run_1/m4.png
Scale: 2 px per um.
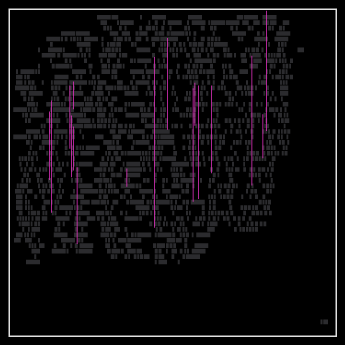
run_1/ff_map.png
Scale: 3 px per um.
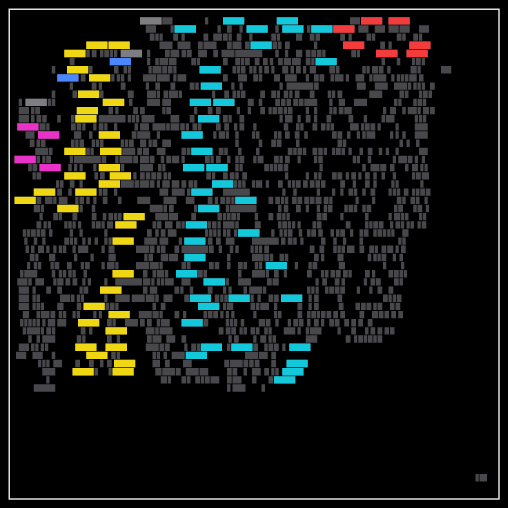
run_1/clock_wires.png
Scale: 1.5 px per um.
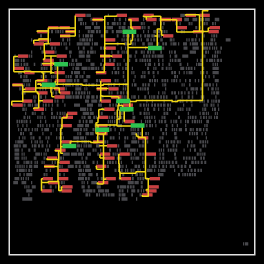
run_1/congestion_map.png
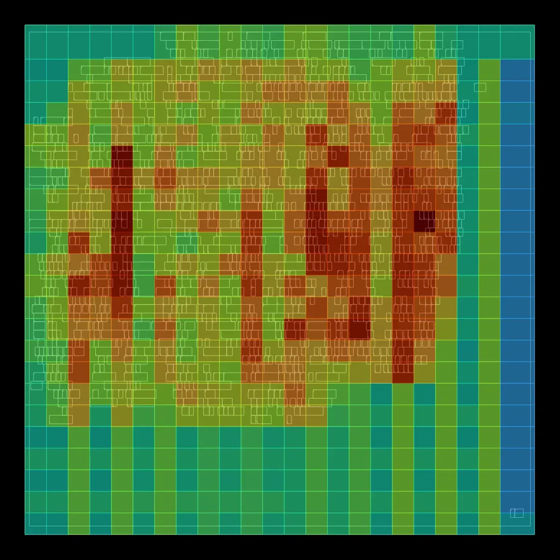
===== src/rtl/fp8_mean_sq_accum.sv =====
// fp8_mean_sq_accum: streaming fp8 mean-of-squares reducer producing a rounded non-negative fp8 mean
module fp8_mean_sq_accum #(
  parameter int LOG2_LEN = 4
) (
  input  logic       clk_i,
  input  logic       rst_i,
  input  logic [7:0] in_data_i,
  input  logic       in_valid_i,
  output logic       in_ready_o,
  output logic [7:0] out_data_o,
  output logic       out_valid_o,
  input  logic       out_ready_i
);
  localparam int ACC_W = 36 + LOG2_LEN;
  localparam int CW = LOG2_LEN > 0 ? LOG2_LEN : 1;
  localparam int LEN = 1 << LOG2_LEN;
  localparam int S = 9 + LOG2_LEN;
  typedef enum logic [1:0] {ACCUM, CONV, OUT} state_t;
  state_t state_q, state_d;
  logic [CW-1:0] cnt_q, cnt_d;
  logic done_q, done_d;
  logic sq_v_q, sq_v_d;
  logic [35:0] sq_r_q, sq_r_d;
  logic [ACC_W-1:0] acc_q, acc_d;
  logic out_valid_q, out_valid_d;
  logic [7:0] out_data_q, out_data_d;
  logic [3:0] sig, e_eff;
  logic [35:0] sq;
  logic hs, last;
  int p, be;
  logic [ACC_W-1:0] norm;
  logic [4:0] rnd;
  logic [3:0] m;
  logic [7:0] conv;
  assign in_ready_o = (state_q == ACCUM) & ~done_q;
  assign out_valid_o = out_valid_q;
  assign out_data_o = out_data_q;
  assign hs = in_valid_i & in_ready_o;
  assign last = cnt_q == CW'(LEN - 1);
  always_comb begin
    sig = {|in_data_i[6:3], in_data_i[2:0]};
    e_eff = |in_data_i[6:3] ? in_data_i[6:3] : 4'd1;
    sq = (36'(sig) * 36'(sig)) << {e_eff - 4'd1, 1'b0};
  end
  always_comb begin
    p = 0;
    for (int i = 0; i < ACC_W; i++) p = acc_q[i] ? i : p;
    norm = acc_q << (ACC_W - 1 - p);
    rnd = {2'b01, norm[ACC_W-2 -: 3]} + 5'(norm[ACC_W-5] & ((|norm[ACC_W-6:0]) | norm[ACC_W-4]));
    be = p - 11 - LOG2_LEN + int'(rnd[4]);
    m = {1'b0, acc_q[S+2:S]} + 4'(acc_q[S-1] & ((|acc_q[S-2:0]) | acc_q[S]));
    conv = p < 12 + LOG2_LEN ? {4'b0000, m} : be > 15 ? 8'h7F : {1'b0, be[3:0], rnd[2:0]};
  end
  always_comb begin
    cnt_d = hs ? (last ? '0 : cnt_q + 1'b1) : cnt_q;
    done_d = ~done_q & hs & last;
    sq_v_d = hs;
    sq_r_d = hs ? sq : sq_r_q;
    acc_d = (state_q == OUT && out_ready_i) ? '0 : sq_v_q ? acc_q + ACC_W'(sq_r_q) : acc_q;
    state_d = state_q == ACCUM ? (done_q ? CONV : ACCUM) :
              state_q == CONV ? OUT : (out_ready_i ? ACCUM : OUT);
    out_valid_d = state_q == CONV ? 1'b1 : (out_valid_q & out_ready_i) ? 1'b0 : out_valid_q;
    out_data_d = state_q == CONV ? conv : out_data_q;
  end
  always_ff @(posedge clk_i) begin
    if (rst_i) begin
      state_q <= ACCUM;
      cnt_q <= '0;
      done_q <= 1'b0;
      sq_v_q <= 1'b0;
      sq_r_q <= '0;
      acc_q <= '0;
      out_valid_q <= 1'b0;
      out_data_q <= 8'h00;
    end else begin
      state_q <= state_d;
      cnt_q <= cnt_d;
      done_q <= done_d;
      sq_v_q <= sq_v_d;
      sq_r_q <= sq_r_d;
      acc_q <= acc_d;
      out_valid_q <= out_valid_d;
      out_data_q <= out_data_d;
    end
  end
endmodule


===== config.mk =====
export PLATFORM = sky130hd
export DESIGN_NAME = fp8_mean_sq_accum
export DESIGN_NICKNAME = d
export VERILOG_FILES = /design/src/rtl/fp8_mean_sq_accum.sv
export SDC_FILE = /design/constraint.sdc
export NUM_CORES = 1
export LEC_CHECK = 0
export ABC_AREA = 1
export CAP_MARGIN = 10
export CORE_UTILIZATION = 30
export CTS_CLUSTER_DIAMETER = 50
export CTS_CLUSTER_SIZE = 28
export DETAILED_ROUTE_END_ITERATION = 10
export GPL_TIMING_DRIVEN = 0
export SYNTH_ARGS = -nofsm -noshare
export SYNTH_HDL_FRONTEND = slang
export SYNTH_SLANG_ARGS = --single-unit

===== constraint.sdc =====
create_clock -name clk_i -period 8.3 [get_ports clk_i]
set_input_delay 1.66 -clock clk_i [delete_from_list [all_inputs] [get_ports clk_i]]
set_output_delay 1.66 -clock clk_i [all_outputs]
set_load 0.01 [all_outputs]

==> deck_impl_summary.md, run 1 <==
Physical Implementation Snapshot

GRT
  • First-pass GRT wire length: 39430 um
  • Vias in the first global route: 7837
  • GRT Residual Overflow: 0
  • Initial antenna violation count: 0
  • Pin count of the biggest net entering global routing: 18

STA
  • Slew Viols, Final: 0
  • RSZ-0062 raised after global routing: no
  • Final hold vios: 0
  • Slew of the pin with the lowest slew margin: 0.8212 ns
  • Fmax: 174.5 MHz
  • Final setup TNS: 0 ns
  • Final setup violation count: 0
  • Min Tclk post-route: 5.730 ns
  • Layout Skew: 0.01262 ns
  • Cycle use final: 69.04%

Clock network
  • # H-tree levels: 3
  • Num Clock Sinks: 91
  • CTS root buf: clkbuf_16
  • Bufs on Longest Clock Path: 2
  • CTS buffer count: 9
  • Clock-pin slew on the worst setup and hold paths: 0.07 ns
  • Latency at later pin: 0.36 ns
  • CTS Hold Bufs: 0
  • Post_cts resized: 0
  • Post-CTS Setup Inserts: 0

Critical path
  • Data arrival, critical path: 5.94 ns
  • WS Path Type: register to register
  • Worst Setup End Kind: register
  • R2R cell count: 42
  • Slowest cell on crit path: dfxtp_1
  • Worst reg2reg startpoint: acc_q[4]$_SDFFE_PP0P_
  • CP Max Fanout: 10
  • Critical path buffers and inverters: 5
  • CP delay by family, top: simple AND/OR/NAND/NOR gates
  • Critical path's largest stage delay: 0.43 ns
  • Stages on the worst setup path: 42
  • Most common cell on crit path: nand3_1
  • Crit path DRT: 8.51 ns

Synthesis
  • Synth Net Count: 1346
  • Seq cells post-synth: 91
  • Yosys top cell by area: dfxtp_1
  • Syn_area_per_cell: 6.036 um^2
  • Number of synthesis warnings: 0
  • Yosys stat area: 7750 um^2
  • Ys cells: 1284
  • Register share after synthesis: 23.51%
  • Synth top area cells: dfxtp_1 (24%), nand2_1 (17%), nand3_1 (12%)
  • Synthesized area: 7750 um^2

Flow run
  • Max-Cap Viols: 0

Place
  • Placed cell areas: 8343 um^2
  • Dpl hpwl: 19380 um
  • Pre-CTS setup slack: 2.632 ns
  • Inst Count DP: 1632

Detailed routing
  • Drt via density: 5.109
  • Pre-antenna DRT Iters: 5
  • Drt initial violations: 557
  • DRC: 0
  • Antenna Violating Nets Remaining: 0

Floorplan
  • Width of the die: 162.7 um
  • # IOs: 22
  • Die Span Y: 162.7 um
  • Row count: 58
  • Die area: 26480 um^2
  • Core area: 25250 um^2

Min path
  • Hold Path Origin: done_q$_SDFF_PP0_
  • Hold Path Depth: 2
  • Hold WC Path Type: register to register

Cells and area
  • Final cell count without fillers: 1648
  • Share of layout cells above drive strength 1: 3.187%
  • Area grow syn2layout: 11.46%
  • Final instance area: 8638 um^2
  • Most common logic cell in the routed design: nand2_1
  • Most frequent cells in the layout: nand2_1 (361), nand3_1 (183), a21oi_1 (131), inv_1 (130), dfxtp_1 (91)
  • Fin nets: 1375
  • FILL cells: 2912

Outcome
  • Outcome: complete, no violations

Power and ir drop
  • Leakage: 4.183 nW
  • Max IR drop VDD: 0.09585 mV
Back to the opening pictures, m4.png:
longest straight run	85.0 um
nets with wire on the layer	15
share of all routed wire	2.9%
main direction	vertical
wire length on this layer	688 um
DRT Wirelength: 23890 um
Via Count: 8420

Back to the opening pictures, ff_map.png:
signal	colour	sequential cells
sq_r_q	yellow	35
out_data_o	red	7
acc_q	cyan	40
state_q	blue	2
cnt_q	magenta	4
not coloured	3
post-layout util: 34.21%
Sequential Power: 0.479 mW
sequential share of cell area: 21.09%

Back to the opening pictures, clock_wires.png:
[flip-flops] red | count: 91
[clock-net drivers] green | count: 9
[clock wires] yellow | length: 1240 um
routed clock nets	10

Back to the opening pictures, congestion_map.png:
GR Util All Layers: 18.60%
gr busiest metal: met2
M2 GR Usage: 30.31%
routing usage on met3: 2.445%

-- run 1: final cells by class --
type / count / area [um^2] / share of cell area, %
clock inverters: 6 / 56.30 / 0.6518
plain buffers: 53 / 226.5 / 2.622
repair buffers: 18 / 180.2 / 2.086
multi-input cells: 1003 / 5187 / 60.05
inverters: 137 / 514.2 / 5.953
clock buffers: 10 / 239.0 / 2.767
well taps: 330 / 412.9 / 4.780
flip-flops and latches: 91 / 1822 / 21.09
-- run 1: report_power, final --
part | switching (mW) | total [mW] | internal (mW)
sequential | 0.0244 | 0.479 | 0.455
combinational | 0.511 | 0.754 | 0.243
clock | 0.190 | 0.407 | 0.218
-- run 1: synthesized netlist by cell type, drive strengths merged --
library cell	count
conb	1
a31o	1
nand3	183
buf	13
nand2	364
mux2i	2
dfxtp	91
a22oi	3
xnor2	12
o211ai	6
clkbuf	40
a21o	2
nor3	4
inv	132
o221ai	4
xor2	27
o21ai	81
o2111ai	1
o311ai	3
clkinv	5
ha	49
a31oi	11
nand3b	1
o22ai	2
a221oi	1
nand4	11
a21oi	131
o21bai	2
or2	4
nor2	78
o31ai	1
fa	1
nor4	8
nor2b	1
o21a	4
and2	3
o32ai	1
-- run 1: sequential cells by signal, indices dropped and copies added, names as in the netlist --
name	cells
acc_q	40
sq_r_q	35
out_data_o	7
cnt_q	4
state_q	2
done_q	1
out_valid_o	1
sq_v_q	1
-- run 1: worst paths after layout --
kind / to / slack [ns]
worst min-delay path: state_q[0]$_SDFF_PP0_ / 0.45
worst max register to register: out_data_o[1]$_SDFFE_PP0P_ / 2.57
worst min register to register: state_q[0]$_SDFF_PP0_ / 0.45
worst max-delay path: out_data_o[1]$_SDFFE_PP0P_ / 2.57
-- run 1: cells by family (layout without fill, tap and decap cells) --
family	count (synthesis)	in the layout	share of synthesized area (%)
AOI/OAI and AO/OA	254	254	17.97
xor gates and xnor gates	39	39	4.408
adders and majority gates	50	50	8.169
buffers and inverters	190	224	9.558
DFF	91	91	23.51
muxes	2	2	0.2583
other	1	1	0.04839
and+or+nand+nor	657	657	36.08
-- run 1: worst min-delay path, cell delays in order, from the launching register on --
cell and delay [ns]:
dfxtp_1 0.31, nand2_1 0.06, nor2_1 0.04
-- run 1: metal layers --
| layer | vias up | share of wire (%) |
|---|---|---|
| met1 | 3824 | 48 |
| met3 | 37 | 4.1 |
| li1 | 4355 | - |
| met5 | - | 0 |
| met4 | 0 | 2.9 |
| met2 | 204 | 45 |
run_1/layers.png
Scale: 2 px per um.
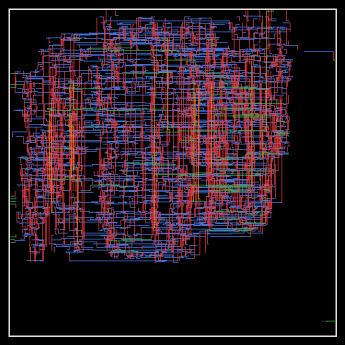

==> run 2: changes to the inputs <==
- clock period: 8.3 -> 4.8 ns (I/O delays scaled with it)
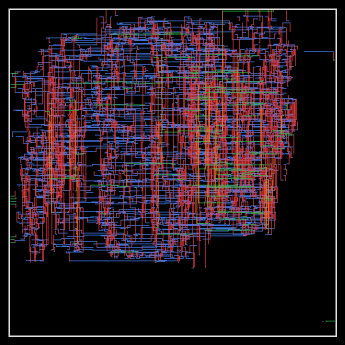
run_2/layers.png
Scale: 2 px per um.
layer	colour	wire length
M3	green	1090 um
M4	orange	945 um
M2	red	11500 um
M1	blue	11800 um

==> run 2 against run 1 <==
The flow now finishes with violations (negative setup slack). Clock power increased by 72%. Cell count increased by 4.2%. Fmax increased by 9.2%. Setup slack got worse by 3.0 ns. Synthesized cell count unchanged. Global-route usage increased by 0.77 points.
==> deck_impl_summary.md, run 2 <==
Physical Implementation Snapshot

STA
  • Cycle use final: 109.4% (+40 points)
  • RSZ-0062 raised after global routing: yes
  • Layout Skew: 0.01283 ns (+0.0002143 ns)
  • Final setup TNS: -2.462 ns (-2.462 ns)
  • Setup ws final: -0.4489 ns
  • Final hold vios: 0 (unchanged)
  • Final setup violation count: 7 (+7)
  • Slew of the pin with the lowest slew margin: 1.224 ns (+0.4033 ns)
  • Relative slew slack: 18.37%
  • Min Tclk post-route: 5.249 ns (-0.4816 ns)
  • Fmax: 190.5 MHz (+9.2%)
  • Slew Viols, Final: 0 (unchanged)
  • Hold slack: 0.4507 ns

Synthesis
  • Top logic family: simple AND/OR/NAND/NOR gates
  • Number of synthesis warnings: 0 (unchanged)
  • Yosys top cell by area: dfxtp_1
  • Post-synth cell types: 48
  • Synthesized area: 7750 um^2 (unchanged)
  • Top cells by count: nand2_1 (361), nand3_1 (183), a21oi_1 (131), inv_1 (130), dfxtp_1 (91)
  • Yosys aoi share: 17.97% (unchanged)
  • Top-area cell share: 23.51%
  • Post-synth mux share: 0.2583% (unchanged)
  • Yosys stat area: 7750 um^2 (unchanged)
  • Register share after synthesis: 23.51% (unchanged)
  • EDFF count, synth: 0 (unchanged)
  • Ys cells: 1284 (unchanged)
  • Share of async-settable or async-resettable flops after synthesis: 0% (unchanged)
  • XOR/XNOR Area Share: 4.407% (unchanged)
  • Syn Inst Count: 1284
  • Simple-gate share of the synthesized area: 36.08% (unchanged)
  • Yosys adder share: 8.169% (unchanged)
  • Synth top area cells: dfxtp_1 (24%), nand2_1 (17%), nand3_1 (12%)
  • Most common reg cell: dfxtp_1
  • Syn_area_per_cell: 6.036 um^2 (unchanged)
  • Seq cells post-synth: 91 (unchanged)
  • Most common cell in the synthesized netlist: nand2_1
  • Synth Net Count: 1346 (unchanged)

Critical path
  • Worst Setup Start Kind: register
  • Critical path startpoint: acc_q[7]$_SDFFE_PP0P_
  • R2r setup slk: -0.45 ns (-3.02 ns)
  • Crit path DRT: 5.08 ns (-3.43 ns)
  • CP delay by family, top: simple AND/OR/NAND/NOR gates
  • Slowest cell on crit path: dfxtp_1
  • Crit path to: out_data_o[0]$_SDFFE_PP0P_
  • R2R cell count: 58 (+38%)
  • Stages on the worst setup path: 58 (+38%)
  • Most common cell on crit path: nand2_1
  • Worst reg2reg startpoint: acc_q[7]$_SDFFE_PP0P_
  • Critical path's largest stage delay: 0.50 ns (+0.07 ns)
  • CP Max Fanout: 7 (-3)
  • Critical path buffers and inverters: 12 (+7)
  • Reg2Reg Capture Point: out_data_o[0]$_SDFFE_PP0P_
  • WS Path Type: register to register
  • Worst Setup End Kind: register
  • Data arrival, critical path: 5.53 ns (-0.41 ns)

Floorplan
  • Die Span Y: 162.7 um (unchanged)
  • Init Core Util: 30.69%
  • Core area: 25250 um^2 (unchanged)
  • Width of the die: 162.7 um (unchanged)
  • # IOs: 22 (unchanged)
  • Row count: 58 (unchanged)
  • Die area: 26480 um^2 (unchanged)

Detailed routing
  • Avg WL per Cell: 14.74 um
  • Pre-antenna DRT Iters: 5 (unchanged)
  • Via Count: 8799 (+4.5%)
  • DRT Wirelength: 25320 um (+6.0%)
  • Drt via density: 5.125 (+0.30%)
  • DRC: 0 (unchanged)
  • Drt initial violations: 643 (+15%)
  • Antenna Violating Nets Remaining: 0 (unchanged)

Outcome
  • Outcome: finished, violations left
  • Violated checks: negative setup slack

Cells and area
  • Fin nets: 1444 (+5.0%)
  • Most common logic cell in the routed design: nand2_1
  • Max reg flops: 40 (unchanged)
  • Post-layout util: 38.55% (+4.3 points)
  • Register with the most flip-flops: acc_q
  • Final cell count without fillers: 1717 (+4.2%)
  • Share of layout cells above drive strength 1: 14.49% (+11 points)
  • FILL cells: 2777 (-4.6%)
  • Most frequent cells in the layout: nand2_1 (339), nand3_1 (158), a21oi_1 (128), inv_1 (127), dfxtp_1 (84)
  • Area grow syn2layout: 25.62%
  • Ant diodes: 0

Place
  • Inst Count DP: 1632 (unchanged)
  • I/O Buffers: 18
  • GPL Wtd Cong: 0.9247
  • Pre-CTS setup slack: -0.8685 ns (-3.500 ns)
  • Dpl hpwl: 19380 um (unchanged)

Clock network
  • # H-tree levels: 3 (unchanged)
  • Latency at later pin: 0.35 ns (about the same)
  • Clock-pin slew on the worst setup and hold paths: 0.07 ns (about the same)
  • CTS Hold Bufs: 0 (unchanged)
  • CTS tree: built
  • Bufs on Longest Clock Path: 2 (unchanged)
  • CTS root buf: clkbuf_16
  • CTS buffer count: 9 (unchanged)
  • Num Clock Sinks: 91 (unchanged)

GRT
  • Initial antenna violation count: 0 (unchanged)
  • Pin count of the biggest net entering global routing: 18 (unchanged)
  • Vias in the first global route: 8247 (+5.2%)
  • First-pass GRT wire length: 41230 um (+4.6%)
  • GR Util All Layers: 19.37% (+0.77 points)
  • GRT Residual Overflow: 0 (unchanged)

Power and ir drop
  • Leakage: 4.666 nW (+12%)
  • Power Density: 347.5 nW/um^2
  • Max IR drop VDD: 0.1692 mV (+77%)

Min path
  • Hold WC Path Type: register to register

Flow run
  • Stage-log warning count: 30
  • Max-Cap Viols: 0 (unchanged)
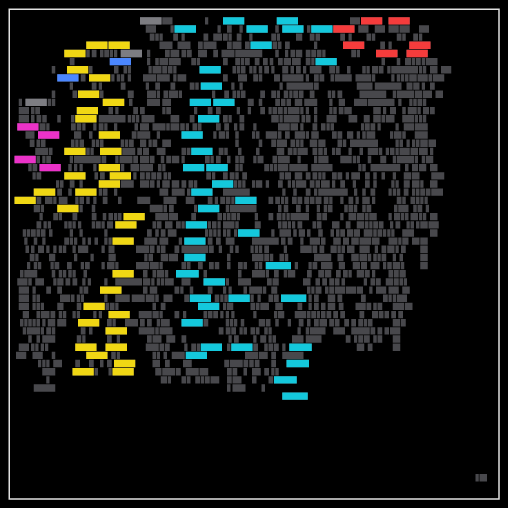
run_2/ff_map.png
Scale: 3 px per um.
signal	colour	sequential cells
state_q	blue	2
sq_r_q	yellow	35
cnt_q	magenta	4
out_data_o	red	7
acc_q	cyan	40

[run 2: netlist changes by cell type in the layout (fill, tap and decap cells not counted), moves of 5 or more]
cell and change:
nand2_1 -22, buf_6 +7, nand3_1 -25, o21ai_2 +5
nand3_2 +22, dfxtp_1 -7, buf_4 +58, nand2_2 +17
[run 2: worst min path at each step]
stage	start	to	cells after the start
floorplan	done_q$_SDFF_PP0_	state_q[0]$_SDFF_PP0_	2
global placement	done_q$_SDFF_PP0_	state_q[0]$_SDFF_PP0_	2
detailed placement	done_q$_SDFF_PP0_	state_q[0]$_SDFF_PP0_	2
CTS	done_q$_SDFF_PP0_	state_q[0]$_SDFF_PP0_	2
global route	out_data_o[1]$_SDFFE_PP0P_	out_data_o[1]$_SDFFE_PP0P_	2
finish	done_q$_SDFF_PP0_	state_q[0]$_SDFF_PP0_	2
[run 2: metal layers]
metal	share of wire (%)	track usage (%)	vias up
met5	0	0	-
met4	3.7	7.137	0
met3	4.3	2.470	59
met2	45	32.24	229
met1	47	25.42	4015
li1	-	-	4496
[run 2: cell type report]
type / instances / area [um^2] / share of cell area, %
plain buffers: 53 / 271.5 / 2.789
clock buffers: 10 / 239.0 / 2.455
clock inverters: 6 / 56.30 / 0.5783
inverters: 137 / 520.5 / 5.346
multi-input cells: 1004 / 5654 / 58.08
flip-flops and latches: 91 / 1838 / 18.88
well taps: 330 / 412.9 / 4.241
repair buffers: 86 / 743.2 / 7.634
[run 2: kinds of logic (layout without fill, tap and decap cells)]
group                      after synthesis  in the layout
AOI/OAI and AO/OA                      254            254
adders and majority gates               50             50
buffers and inverters                  190            292
muxes                                    2              2
other                                    1              1
DFF                                     91             91
xor gates and xnor gates                39             39
and+or+nand+nor                        657            658
[run 2: what timing repair did]
| item | CTS | global route |
|---|---|---|
| pin swaps | 26 | 43 |
| resized | 84 | 57 |
| setup buffers | 57 | 13 |
| gates cloned | 3 | 0 |
| endpoints found under the setup margin | 7 | 10 |
[run 2: stage by stage]
stage	power, mW	instance area, um^2
after CTS	3.187	9405
after floorplan	1.797	7750
after global routing	3.613	9736
final	3.383	9736
after detailed placement	2.125	8343
after global placement	2.122	8343
[run 2: power by group]
group | total [mW] | switching (mW) | internal, mW
sequential | 0.829 | 0.0430 | 0.786
clock | 0.701 | 0.325 | 0.376
combinational | 1.85 | 1.10 | 0.751
[run 2: tightest hold or removal path: stages (launching register included)]
cell     delay, ns
dfxtp_1       0.31
nand2_1       0.06
nor2_1        0.04
Power and IR drop assume default switching activity.
